--- src/rtl/fifo_pkg.sv ---
// fifo_pkg: shared sizing helpers and read-mode encoding for the synchronous FIFO family.
package fifo_pkg;

  typedef enum logic {
    FIFO_STD  = 1'b0,
    FIFO_FWFT = 1'b1
  } rd_mode_e;

  function automatic int addr_w(input int depth);
    return (depth > 1) ? $clog2(depth) : 1;
  endfunction

  // One extra bit so the count can represent a completely full FIFO.
  function automatic int cnt_w(input int depth);
    return addr_w(depth) + 1;
  endfunction

endpackage

--- src/rtl/fifo_sdp_ram.sv ---
// fifo_sdp_ram: WIDTH x DEPTH simple dual-port storage, synchronous write, asynchronous read.
module fifo_sdp_ram
  import fifo_pkg::*;
#(
  parameter int WIDTH = 8,
  parameter int DEPTH = 8
) (
  input  logic                     clk,
  input  logic                     we_i,
  input  logic [addr_w(DEPTH)-1:0] waddr_i,
  input  logic [WIDTH-1:0]         wdata_i,
  input  logic [addr_w(DEPTH)-1:0] raddr_i,
  output logic [WIDTH-1:0]         rdata_o
);

  logic [WIDTH-1:0] mem_q [DEPTH];

  always_ff @(posedge clk) begin
    if (we_i) mem_q[waddr_i] <= wdata_i;
  end

  assign rdata_o = mem_q[raddr_i];

endmodule

--- src/rtl/sync_fifo_fwft.sv ---
// sync_fifo_fwft: parametrised single-clock FIFO with standard or first-word-fall-through reads.
// Sticky overflow/underflow flags are built only when SYNC_FIFO_ERR_FLAGS_EN is defined.
module sync_fifo_fwft
  import fifo_pkg::*;
#(
  parameter int WIDTH     = 8,
  parameter int DEPTH     = 8,
  parameter int FWFT      = 0,
  parameter int AF_THRESH = DEPTH - 2,
  parameter int AE_THRESH = 2
) (
  input  logic                   clk,
  input  logic                   rst_n,
  input  logic                   wr_en_i,
  input  logic [WIDTH-1:0]       wr_data_i,
  output logic                   full_o,
  output logic                   almost_full_o,
  input  logic                   rd_en_i,
  output logic [WIDTH-1:0]       rd_data_o,
  output logic                   rd_valid_o,
  output logic                   empty_o,
  output logic                   almost_empty_o,
  output logic [addr_w(DEPTH):0] count_o,
  output logic                   overflow_o,
  output logic                   underflow_o
);

  localparam int AW = addr_w(DEPTH);
  localparam int CW = cnt_w(DEPTH);
  localparam logic [CW-1:0] FULL_CNT = CW'(DEPTH);
  localparam logic [CW-1:0] AF_CNT   = CW'(AF_THRESH);
  localparam logic [CW-1:0] AE_CNT   = CW'(AE_THRESH);
  localparam rd_mode_e      MODE     = (FWFT != 0) ? FIFO_FWFT : FIFO_STD;

  logic [AW-1:0]    wr_ptr_q, wr_ptr_d, rd_ptr_q, rd_ptr_d;
  logic [CW-1:0]    count_q, count_d;
  logic [WIDTH-1:0] ram_rdata;
  logic             wa, ra;

  assign empty_o        = count_q == '0;
  assign full_o         = count_q == FULL_CNT;
  assign almost_full_o  = count_q >= AF_CNT;
  assign almost_empty_o = count_q <= AE_CNT;
  assign count_o        = count_q;

  // Acceptance is judged on the registered state only, so a full FIFO never passes a word through.
  assign wa = wr_en_i && !full_o;
  assign ra = rd_en_i && !empty_o;

  always_comb begin
    wr_ptr_d = wr_ptr_q + AW'(wa);
    rd_ptr_d = rd_ptr_q + AW'(ra);
    count_d  = count_q + CW'(wa) - CW'(ra);
  end

  always_ff @(posedge clk or negedge rst_n) begin
    if (!rst_n) begin
      wr_ptr_q <= '0;
      rd_ptr_q <= '0;
      count_q  <= '0;
    end else begin
      wr_ptr_q <= wr_ptr_d;
      rd_ptr_q <= rd_ptr_d;
      count_q  <= count_d;
    end
  end

  fifo_sdp_ram #(
    .WIDTH(WIDTH),
    .DEPTH(DEPTH)
  ) u_ram (
    .clk     (clk),
    .we_i    (wa),
    .waddr_i (wr_ptr_q),
    .wdata_i (wr_data_i),
    .raddr_i (rd_ptr_q),
    .rdata_o (ram_rdata)
  );

  if (MODE == FIFO_FWFT) begin : g_fwft
    assign rd_data_o  = ram_rdata;
    assign rd_valid_o = !empty_o;
  end else begin : g_std
    logic [WIDTH-1:0] rd_data_q, rd_data_d;
    logic             rd_valid_q, rd_valid_d;
    always_comb begin
      rd_data_d  = ra ? ram_rdata : rd_data_q;
      rd_valid_d = ra;
    end
    always_ff @(posedge clk or negedge rst_n) begin
      if (!rst_n) begin
        rd_data_q  <= '0;
        rd_valid_q <= 1'b0;
      end else begin
        rd_data_q  <= rd_data_d;
        rd_valid_q <= rd_valid_d;
      end
    end
    assign rd_data_o  = rd_data_q;
    assign rd_valid_o = rd_valid_q;
  end

`ifdef SYNC_FIFO_ERR_FLAGS_EN
  logic overflow_q, overflow_d, underflow_q, underflow_d;

  always_comb begin
    overflow_d  = overflow_q  | (wr_en_i & full_o);
    underflow_d = underflow_q | (rd_en_i & empty_o);
  end

  always_ff @(posedge clk or negedge rst_n) begin
    if (!rst_n) begin
      overflow_q  <= 1'b0;
      underflow_q <= 1'b0;
    end else begin
      overflow_q  <= overflow_d;
      underflow_q <= underflow_d;
    end
  end

  assign overflow_o  = overflow_q;
  assign underflow_o = underflow_q;
`else
  assign overflow_o  = 1'b0;
  assign underflow_o = 1'b0;
`endif

endmodule
--- config.mk ---
export PLATFORM = sky130hd
export DESIGN_NAME = sync_fifo_fwft
export DESIGN_NICKNAME = d
export VERILOG_FILES = /design/src/rtl/fifo_pkg.sv /design/src/rtl/fifo_sdp_ram.sv /design/src/rtl/sync_fifo_fwft.sv
export SDC_FILE = /design/constraint.sdc
export NUM_CORES = 1
export LEC_CHECK = 0
export CAP_MARGIN = 20
export CORE_MARGIN = 4
export CORE_UTILIZATION = 35
export DETAILED_ROUTE_END_ITERATION = 10
export PLACE_DENSITY = 0.58
export SYNTH_ARGS = -nofsm -noshare
export SYNTH_HDL_FRONTEND = slang
export SYNTH_HIERARCHICAL = 1
export SYNTH_SLANG_ARGS = --single-unit
--- constraint.sdc ---
create_clock -name clk -period 6.07 [get_ports clk]
set_input_delay 0.607 -clock clk [delete_from_list [all_inputs] [get_ports clk]]
set_output_delay 0.607 -clock clk [all_outputs]
set_load 0.02 [all_outputs]
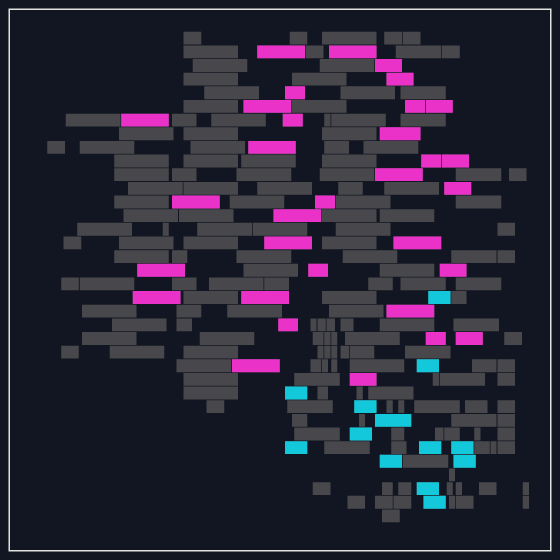
run_1/gates.png
legend:
  cyan:
    family: fa/ha/maj cells
    cells: 13
    most_used: ha_1
    where: lower right
  magenta:
    family: mux cells
    cells: 32
    most_used: mux4_1

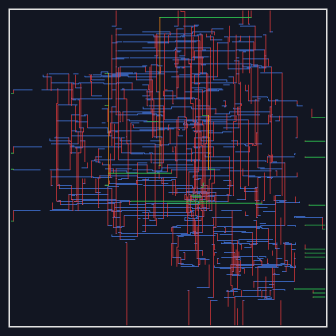
run_1/layers.png
legend:
  green:
    layer: M3
    wire_length: 208 microns
  orange:
    layer: M4
    wire_length: 107 microns
  blue:
    layer: M1
    wire_length: 2610 microns
  red:
    layer: M2
    wire_length: 2640 microns

==> GITHUB_STEP_SUMMARY, run 1 <==
## PnR job results

| Metric | Value |
|---|---|
| Outcome | `finished, final reports clean` |
| Share of cells above drive strength 1 | `roughly 17%` |
| Setup tns final | `0 ns` |
| Mapped cell area | `around 3500 sq um` |
| FF-to-FF path depth | `10` |
| Largest register by flop count | `u_ram/mem_q` |
| Crit path to | `full_o` |
| Period utilization | `41.0%` |
| Worst VDD drop | `between 0.15 and 0.2 mV` |
| Final-layout fill cell count | `893` |
| Hold Crit Class | `register to register` |
| Synth cell types | `27` |
| Global routing usage on met3 | `1.80%` |
| GRT Max-Usage Layer | `met2` |
| Top delay family on crit path | `buffers and inverters` |
| Via count | `1572` |
| Largest fanout on the critical path | `4` |
| Tot Pwr | `between 1.5 and 2 mW` |
| DP Cell Count | `about 330` |
| Critical Path Source Type | `register` |
| Nets | `231` |
| Worst Hold Path Cells | `1` |
| Async set or reset register ratio after synthesis | `a little under a quarter` |
| Post-route ant nets | `0` |
| Final wirelength | `between 5 and 6 mm` |
| Fmax | `402 MHz` |
| WP depth | `4` |
| Util after Layout | `between 40% and 50%` |
| Place WS | `~3.3 ns` |
| Final non-filler cell total | `roughly 340` |
| Post-DP Area | `a little under 4000 sq um` |
| Layout Area Growth over Synthesis | `17.9%` |
| Top comb family, area | `multiplexers` |
| DP Wirelength | `between 3 and 4 mm` |
| Worst hold slack | `0.502 ns` |
| Syn Area/Cell | `~20 sq um` |
| Max reg flops | `64` |
| Met3 Wirelength | `approximately 210 microns` |
| EDFF count, synth | `64` |
| GRT met2 Usage | `16.3%` |
| Post-CTS sizing | `0` |
| Critical path buffer and inverter count | `2` |
| Yosys xor share | `1.01%` |
| Vias per inst | `between 4 and 5` |
| Synthesis Warnings | `6` |
| Synth Flop Type | `edfxtp_1` |
| Non-clock buffer share | `7.15%` |
| Worst r2r dst | `count_o[2]` |
| Final setup fails | `0` |
| Crit path kind | `register to output port` |
| Worst path cell trace | `inv_1 > ha_1 > nor3b_1 > clkdlybuf4s50_1` |
| Crit-path slowest cell | `clkdlybuf4s50_1` |
| Non-Clock Buffer Count | `30` |
| CP required | `roughly 5.5 ns` |
| Largest net degree at the start of global routing | `20` |
| # Cells Yosys | `about 170` |
| Max layer used | `met4` |
| Reg2reg start | `count_o[3]` |
| Mux area share | `between 15 and 20%` |
| GR Overflow Total | `0` |
| Tool warnings | `29` |
| Hold Fails Final Rpt | `0` |
| Hold Path End | `wr_ptr_q[2]` |
| Comb/total area | `a little under a quarter` |
| Drt pass-1 iters | `4` |
| Initial antenna violation count | `0` |
| CTS tree | `built` |
| Yosys top cell by area | `edfxtp_1` |
| CTS Buffer Depth | `2` |
| Fin area | `between 4000 and 5000 sq um` |
| Period minus WS final | `2.49 ns` |
| Relative slew slack | `36.4%` |
| Clock-cell share | `about 5.8%` |
| Setup slack after layout | `around 3.6 ns` |
| CP peak stage delay | `~0.64 ns` |
| MI comb cells | `about 75` |
| CTS Buf Count | `9` |
| Syn Inst Count | `roughly 170` |
| Row count | `36` |
| Die height | `roughly 110 microns` |
| CTS root buf | `clkbuf_8` |
| Number of diodes | `0` |
| GP Congestion | `0.706` |
| Tapcells | `approximately 130` |
| CTS sink cnt | `approximately 83` |
| Global-route wire length before repair | `approximately 8.9 mm` |
| Slew @ Worst Pin | `between 0.9 and 1 ns` |
| Comb area | `roughly 1000 sq um` |
| R2R setup slack | `~3.6 ns` |
| Late-Pin Clk Latency | `around 0.34 ns` |
| PD cells | `479 nW/um^2` |
| RSZ-0062 raised after global routing | `false` |
| Post-Synth Simple-Gate Area | `under 10%` |
| Final slew viol count | `0` |
| Vias in the first global route | `1596` |
| Seq area share | `between 50% and 60%` |
| Ao+oa area frac | `less than 1%` |
| Largest class | `flip-flops and latches` |
| GRT Total Usage | `a little over a tenth` |
| Worst-path clk slew | `around 0.08 ns` |
| Wire length per cell | `~16 microns` |
| Core area | `around 10000 sq um` |
| Critical Path Source | `count_o[2]` |
| Synth Seq Share | `69.0%` |
| Worst hold path startpoint | `wr_ptr_q[2]` |
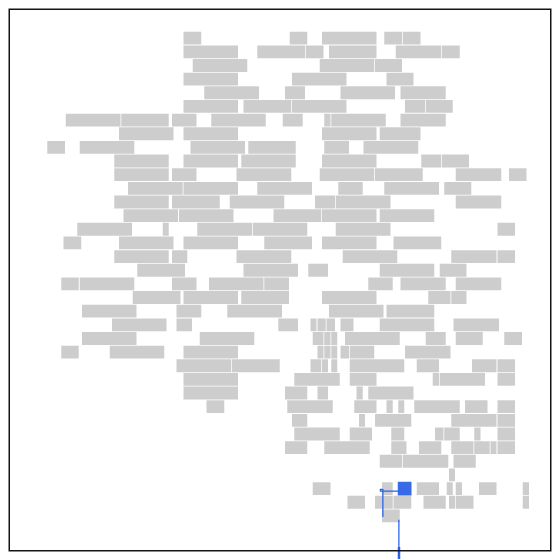
run_1/port_trees.png
legend:
  blue:
    port: full_o
    direction: output
    edge: bottom
    end_cells: 1
    wire: 15.5 microns
count of buffers from port buffering: 28
IO Pins: 31

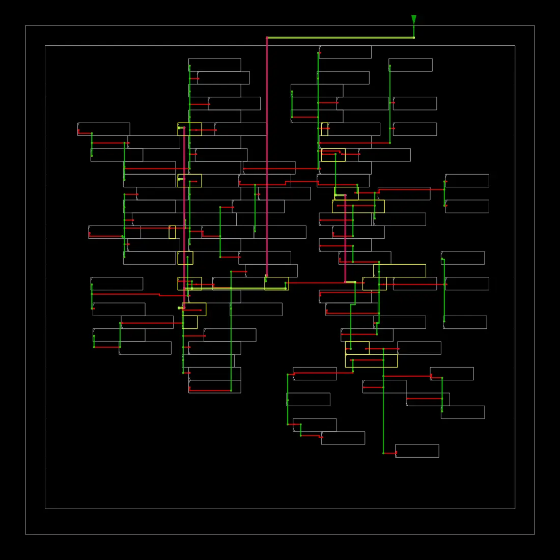
run_1/clock_nets.png
Worst Skew: 0.00932 ns
# clk buffers: 10
clock network power: 0.466 mW

## run 1: where the power goes
group	switching [mW]	internal [mW]	total [mW]
logic	0.268	0.359	0.626
registers	0.123	0.747	0.871
clock network	0.191	0.275	0.466
total	0.582	1.38	1.96
## run 1: cells in the final DEF, fill, tap and decap left out, drive strengths merged
cell           synthesis  routed
a21o                   1       1
conb                   1       2
nor3                   2       2
nand2b                 5       5
edfxtp                64      64
mux4                  16      16
mux2                  16      16
xor2                   4       4
dfrtp                 19      19
nor2                   7       7
nor3b                  2       2
fa                     1       1
a21oi                  1       1
ha                    12      12
clkdlybuf4s50          0      28
bufinv                 0       3
buf                    7       1
clkbuf                 1      11
a22o                   1       1
nand2                  5       5
inv                    7       9
clkinv                 0       1
--- run 2 (diff from run 1) ---
Clock period 6.07 ns to 2.4 ns, I/O delays scaled along.
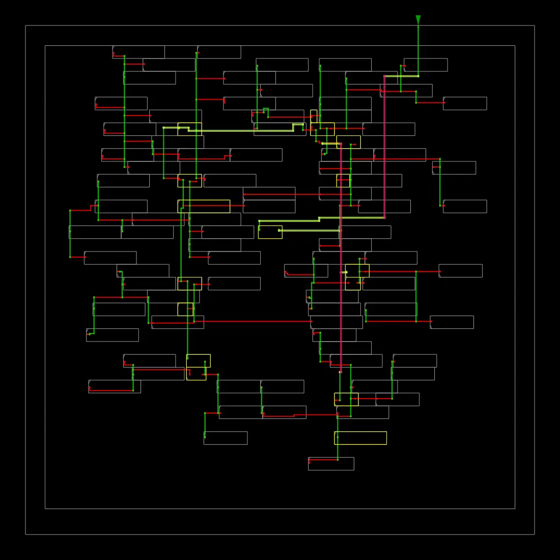
run_2/clock_nets.png
flip-flops: 83
Worst Skew: 0.0102 ns
Late-Pin Clk Latency: 0.35 ns

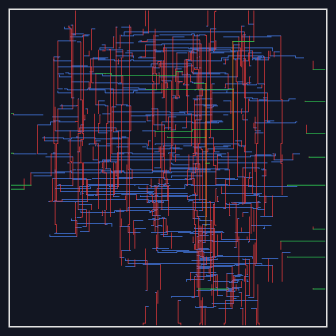
run_2/layers.png
legend:
  green:
    layer: M3
    wire_length: 207 microns
  orange:
    layer: M4
    wire_length: 78.2 microns
  blue:
    layer: M1
    wire_length: 2780 microns
  red:
    layer: M2
    wire_length: 3100 microns

==> run 2 against run 1 <==
Effect of this change: final area grew 3.3%; sequential power up 140%; synthesized cell count unchanged; setup slack worse by 3.3 ns; critical path type is now register to register; critical endpoint is now count_o[3]; highest routed layer unchanged.
==> GITHUB_STEP_SUMMARY, run 2 <==
## PnR job results

| Metric | Value |
|---|---|
| Syn Inst Count | `approximately 170` |
| Clock-cell share | `5.29%` |
| Largest register by flop count | `u_ram/mem_q` |
| Number of diodes | `0` |
| Util after Layout | `a little over two fifths` |
| Worst r2r dst | `count_o[3]` |
| Sw Ratio | `30.9%` |
| DP Wirelength | `a little over 4 mm` |
| Layout Area Growth over Synthesis | `21.9%` |
| CTS sink cnt | `~83` |
| Seq area share | `between 50 and 60%` |
| # Cells Yosys | `approximately 170` |
| GP Congestion | `0.663` |
| Comb area | `roughly 1000 sq um` |
| Share of cells above drive strength 1 | `around a quarter` |
| WP depth | `11` |
| R2R setup slack | `0.24 ns` |
| Die height | `between 100 and 150 microns` |
| EDFF count, synth | `~64` |
| Worst VDD drop | `0.329 mV` |
| Top comb family, area | `multiplexers` |
| Vias per inst | `4.47` |
| Global routing usage on met3 | `2.40%` |
| Post-CTS sizing | `0` |
| Yosys xor share | `just over 1%` |
| Combinational share of power | `36.7%` |
| Tapcells | `between 100 and 150` |
| GRT Total Usage | `between 10% and 20%` |
| Worst-path clk slew | `roughly 0.090 ns` |
| Power share of the clock group | `a little over a fifth` |
| Post-Synth Simple-Gate Area | `~3.3%` |
| Critical path buffer and inverter count | `3` |
| CTS tree | `built` |
| Largest class | `flip-flops and latches` |
| Max reg flops | `64` |
| Worst path cell trace | `inv_2 > ha_4 > nor3b_4 > nand2b_4 > inv_2 > ha_1 > inv_1 > ha_1 > a21o_1 > a21oi_1 > xor2_1` |
| # clk buffers | `9` |
| Non-Clock Buffer Count | `roughly 44` |
| Core area | `9730 sq um` |
| Hold Buf Count CTS | `0` |
| Crit-path slowest cell | `dfrtp_2` |
| CP peak stage delay | `0.43 ns` |
| CTS Buf Count | `9` |
| Hold Fails Final Rpt | `0` |
| IO Pins | `31` |
| Max layer used | `met4` |
| PD cells | `between 1000 and 1500 nW/um^2` |
| Top delay family on crit path | `adder cells` |
| Nets | `between 200 and 250` |
| Ao+oa area frac | `less than 1%` |
| MI comb cells | `around 75` |
| Syn Area/Cell | `roughly 20 sq um` |
| Flop pwr share | `between 40% and 50%` |
| NetSw | `1.57 mW` |
| Vias in the first global route | `1718` |
| Synth cell types | `27` |
| Yosys top cell by area | `edfxtp_1` |
| Count of buffers from port buffering | `28` |
| Drt pass-1 iters | `4` |
| CP required | `~2.7 ns` |
| Mapped cell area | `about 3500 sq um` |
| Period utilization | `about nine tenths` |
| Final setup fails | `0` |
| Post-route ant nets | `0` |
| Top area cell types | `edfxtp_1, dfrtp_1, mux4_1` |
| Final wirelength | `6.17 mm` |
| Async set or reset register ratio after synthesis | `a little under a quarter` |
| Largest net degree at the start of global routing | `20` |
| Outcome | `finished, final reports clean` |
| Synth Seq Share | `slightly below 70%` |
| Met3 Wirelength | `slightly above 200 microns` |
| FF-to-FF path depth | `11` |
| Crit path kind | `register to register` |
| Setup tns final | `0 ns` |
| Synthesis Warnings | `6` |
| Top Layout Cells | `edfxtp_1, clkdlybuf4s50_1, dfrtp_1` |
| Critical Path Source | `count_o[2]` |
| Period minus WS final | `around 2.2 ns` |
| Critical Path Source Type | `register` |
| Final-layout fill cell count | `875` |
| DP Cell Count | `342` |
| Crit path to | `count_o[3]` |
| GR Overflow Total | `0` |
| Non-clock buffer share | `under 10%` |
| Tot Pwr | `about 5 mW` |
| RSZ-0062 raised after global routing | `false` |
| Largest fanout on the critical path | `4` |
| Int Pwr | `roughly 3.5 mW` |
| Initial antenna violation count | `0` |
| GRT met2 Usage | `about a fifth` |
| Synth Flop Type | `edfxtp_1` |
| Via count | `between 1500 and 2000` |
| Wire length per cell | `17.2 microns` |
| Most frequent logic cell in the layout | `edfxtp_1` |
| GRT Max-Usage Layer | `met2` |
| Fmax | `around 460 MHz` |
| Mux area share | `18.0%` |
| Final non-filler cell total | `about 360` |
| CTS Buffer Depth | `2` |
| Final slew viol count | `0` |
| Hold Crit Class | `input port to async pin` |
| Reg2reg start | `count_o[2]` |
| Tool warnings | `29` |
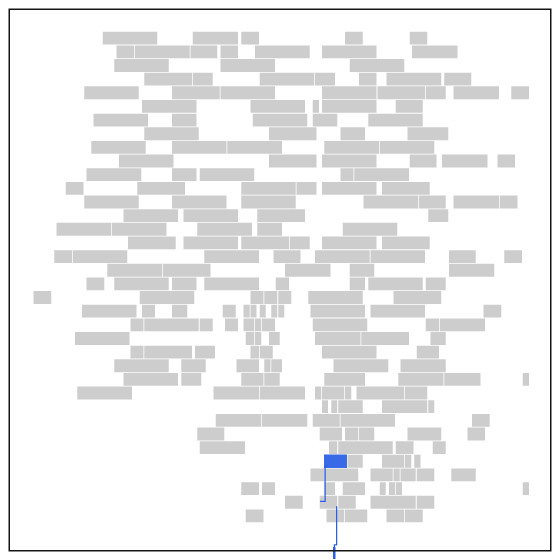
run_2/port_trees.png
legend:
  blue:
    port: full_o
    direction: output
    edge: bottom
    end_cells: 1
    wire: 17.3 microns

==> run 2: power groups by stage <==
stage	Sequential, mW	Clock, mW	Combinational, mW
2_1_floorplan	2.20	0	1.17
3_3_place_gp	2.14	0	1.87
3_5_place_dp	2.15	0	1.89
4_1_cts	2.12	1.14	1.91
5_1_grt	2.15	1.20	2.02
6_report	2.11	1.11	1.87
==> run 2: metrics by stage <==
step / setup slack (ns) / area, sq um / hold slack (ns)
after detailed placement: 0.234 / 4010 / 0.473
after global routing: 0.0835 / 4230 / 0.250
after global placement: 0.319 / 4010 / 0.470
final: 0.236 / 4230 / 0.233
after floorplan: 0.00366 / 3510 / -0.0556
after CTS: 0.213 / 4230 / 0.235
--- run 3 (diff from run 2) ---
--- a/config.mk
+++ b/config.mk
@@ -13,4 +13,3 @@
 export SYNTH_ARGS = -nofsm -noshare
 export SYNTH_HDL_FRONTEND = slang
-export SYNTH_HIERARCHICAL = 1
 export SYNTH_SLANG_ARGS = --single-unit
==> constraint.sdc (replaced) <==
create_clock -name clk -period 2.4 [get_ports clk]
set_input_delay 0.6 -clock clk [delete_from_list [all_inputs] [get_ports clk]]
set_output_delay 0.6 -clock clk [all_outputs]
set_load 0.02 [all_outputs]
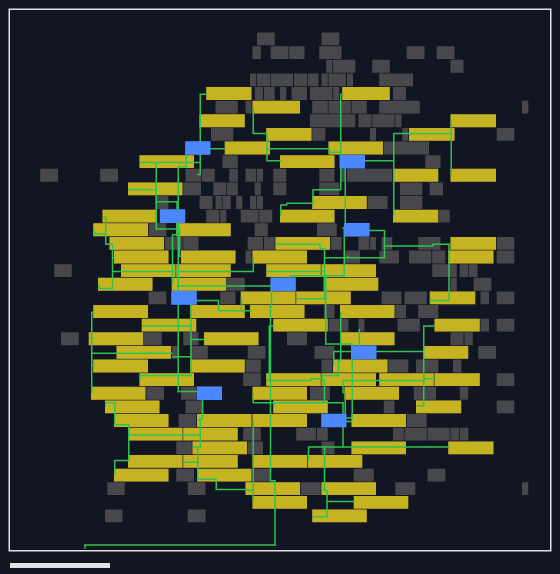
run_3/clock_wires.png
The bar under the picture is 20 microns long.
legend:
  green:
    item: clock wires
    length: 979 microns
  blue:
    item: clock-net drivers
    count: 9
  yellow:
    item: flip-flops
    count: 83
routed clock nets: 10
power share of the clock group: 17.6%
clock network power: 0.865 mW

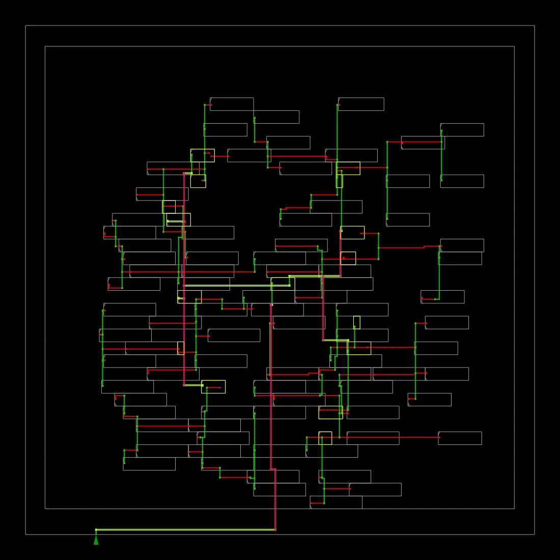
run_3/clock_nets.png
Worst Skew: 0.00877 ns
# clk buffers: 9
CTS sink cnt: 83
CTS Buf Count: 9

==> run 3 against run 2 <==
Effect of this change: final cell count is 10% higher; global-route usage rose by 0.31 points; clock power down 22%; sequential cell count did not move; non-clock buffer count fell by 1; critical path depth decreased by 7; fmax shrank 6.8%; synthesized cell count grew 23%; largest power group unchanged; final area down 1.2%.
==> GITHUB_STEP_SUMMARY, run 3 <==
## PnR job results

| Metric | Value |
|---|---|
| Tool warnings | `30` |
| Late-Pin Clk Latency | `approximately 0.35 ns` |
| Crit-path slowest cell | `dfrtp_1` |
| Final wirelength | `approximately 6.3 mm` |
| CTS Buffer Depth | `2` |
| Die height | `roughly 110 microns` |
| CTS root buf | `clkbuf_8` |
| Synth Flop Type | `edfxtp_1` |
| Worst hold slack | `0.528 ns` |
| GRT met2 Usage | `between 10% and 20%` |
| Largest register by flop count | `u_ram.mem_q` |
| GRT Total Usage | `11.9%` |
| Crit path to | `almost_empty_o` |
| Outcome | `finished, final reports clean` |
| EDFF count, synth | `roughly 64` |
| Slew @ Worst Pin | `0.632 ns` |
| Critical Path Source Type | `register` |
| Most frequent logic cell in the layout | `edfxtp_1` |
| Worst-path clk slew | `around 0.080 ns` |
| Layout Area Growth over Synthesis | `20.0%` |
| Largest fanout on the critical path | `6` |
| # Cells Yosys | `211` |
| Ao+oa area frac | `roughly 8%` |
| Yosys top cell by area | `edfxtp_1` |
| Post-Synth Simple-Gate Area | `3.73%` |
| Tot Pwr | `4.90 mW` |
| GP Congestion | `between 0.7 and 0.8` |
| Initial antenna violation count | `0` |
| Fmax | `around 430 MHz` |
| Async set or reset register ratio after synthesis | `22.9%` |
| Core area | `roughly 9700 sq um` |
| Via count | `1833` |
| Worst hold path startpoint | `wr_ptr_q[0]` |
| Syn Area/Cell | `~17 sq um` |
| Setup slack after layout | `approximately 0.08 ns` |
| Global-route wire length before repair | `between 10 and 15 mm` |
| Vias in the first global route | `around 1900` |
| Util after Layout | `between 40% and 50%` |
| Hold Fails Final Rpt | `0` |
| Combinational share of power | `40.6%` |
| DP Cell Count | `between 300 and 400` |
| GRT Max-Usage Layer | `met2` |
| Final non-filler cell total | `about 400` |
| Largest net degree at the start of global routing | `34` |
| Worst VDD drop | `~0.33 mV` |
| Hold Path End | `wr_ptr_q[0]` |
| Global routing usage on met3 | `2.40%` |
| Period utilization | `96.7%` |
| Sequential logic power | `about 2 mW` |
| PD cells | `approximately 1200 nW/um^2` |
| Post-DP Area | `4020 sq um` |
| WP depth | `4` |
| Row count | `36` |
| Top area cell types | `edfxtp_1, dfrtp_1, mux2_2` |
| Crit path kind | `register to output port` |
| Worst r2r dst | `count_o[2]` |
| Mapped cell area | `3480 sq um` |
| Met3 Wirelength | `approximately 340 microns` |
| Worst path cell trace | `buf_4 > ha_1 > a32o_1 > dlygate4sd2_1` |
| Yosys xor share | `1.01%` |
| Count of buffers from port buffering | `28` |
| Post-CTS sizing | `6` |
| Top Layout Cells | `edfxtp_1, clkdlybuf4s50_1, dfrtp_1` |
| DP Wirelength | `between 4 and 5 mm` |
| Reg2reg start | `count_o[2]` |
| Vias per inst | `between 4 and 5` |
| Hold Crit Class | `register to register` |
| Drt pass-1 iters | `4` |
| Fin area | `around 4200 sq um` |
| FF-to-FF path depth | `11` |
| Synth Seq Share | `between 60 and 70%` |
| Max layer used | `met4` |
| Hold Buf Count CTS | `0` |
| Post-route ant nets | `0` |
| Final setup fails | `0` |
| Wire length per cell | `16.0 microns` |
| Mux area share | `9.77%` |
| R2R setup slack | `around 0.13 ns` |
| Sw Ratio | `between 30% and 40%` |
| Number of diodes | `0` |
| Highest-power group | `registers` |
| Setup tns final | `0 ns` |
| Final slew viol count | `0` |
| Worst Hold Path Cells | `1` |
| GR Overflow Total | `0` |
| Synthesis Warnings | `0` |
| CP required | `approximately 1.8 ns` |
| Critical Path Source | `count_o[1]` |
| Place WS | `approximately 0.054 ns` |
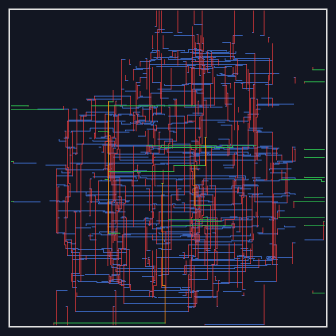
run_3/layers.png
legend:
  green:
    layer: M3
    wire_length: 342 microns
  red:
    layer: M2
    wire_length: 2920 microns
  blue:
    layer: M1
    wire_length: 2950 microns
  orange:
    layer: M4
    wire_length: 117 microns

==> run 3: netlist changes by cell type after synthesis, moves of 3 or more <==
cell | before | now
mux2_4 | 8 | 0
o21ai_0 | 0 | 8
mux2_2 | 8 | 16
mux4_1 | 15 | 0
o22ai_1 | 0 | 8
a22o_1 | 1 | 8
o31ai_2 | 0 | 8
mux2i_1 | 0 | 16
inv_1 | 7 | 10
==> run 3: layout make-up <==
cell class              count  area (sq um)
clock buffers               9           124
clock inverters             7          43.8
fillers                   905          5550
inverters                  10          42.5
multi-input cells         110          1020
flip-flops and latches     83          2400
well taps                 133           166
repair buffers             43           384
Power figures rest on the tool's default switching activity, not on a simulated workload.
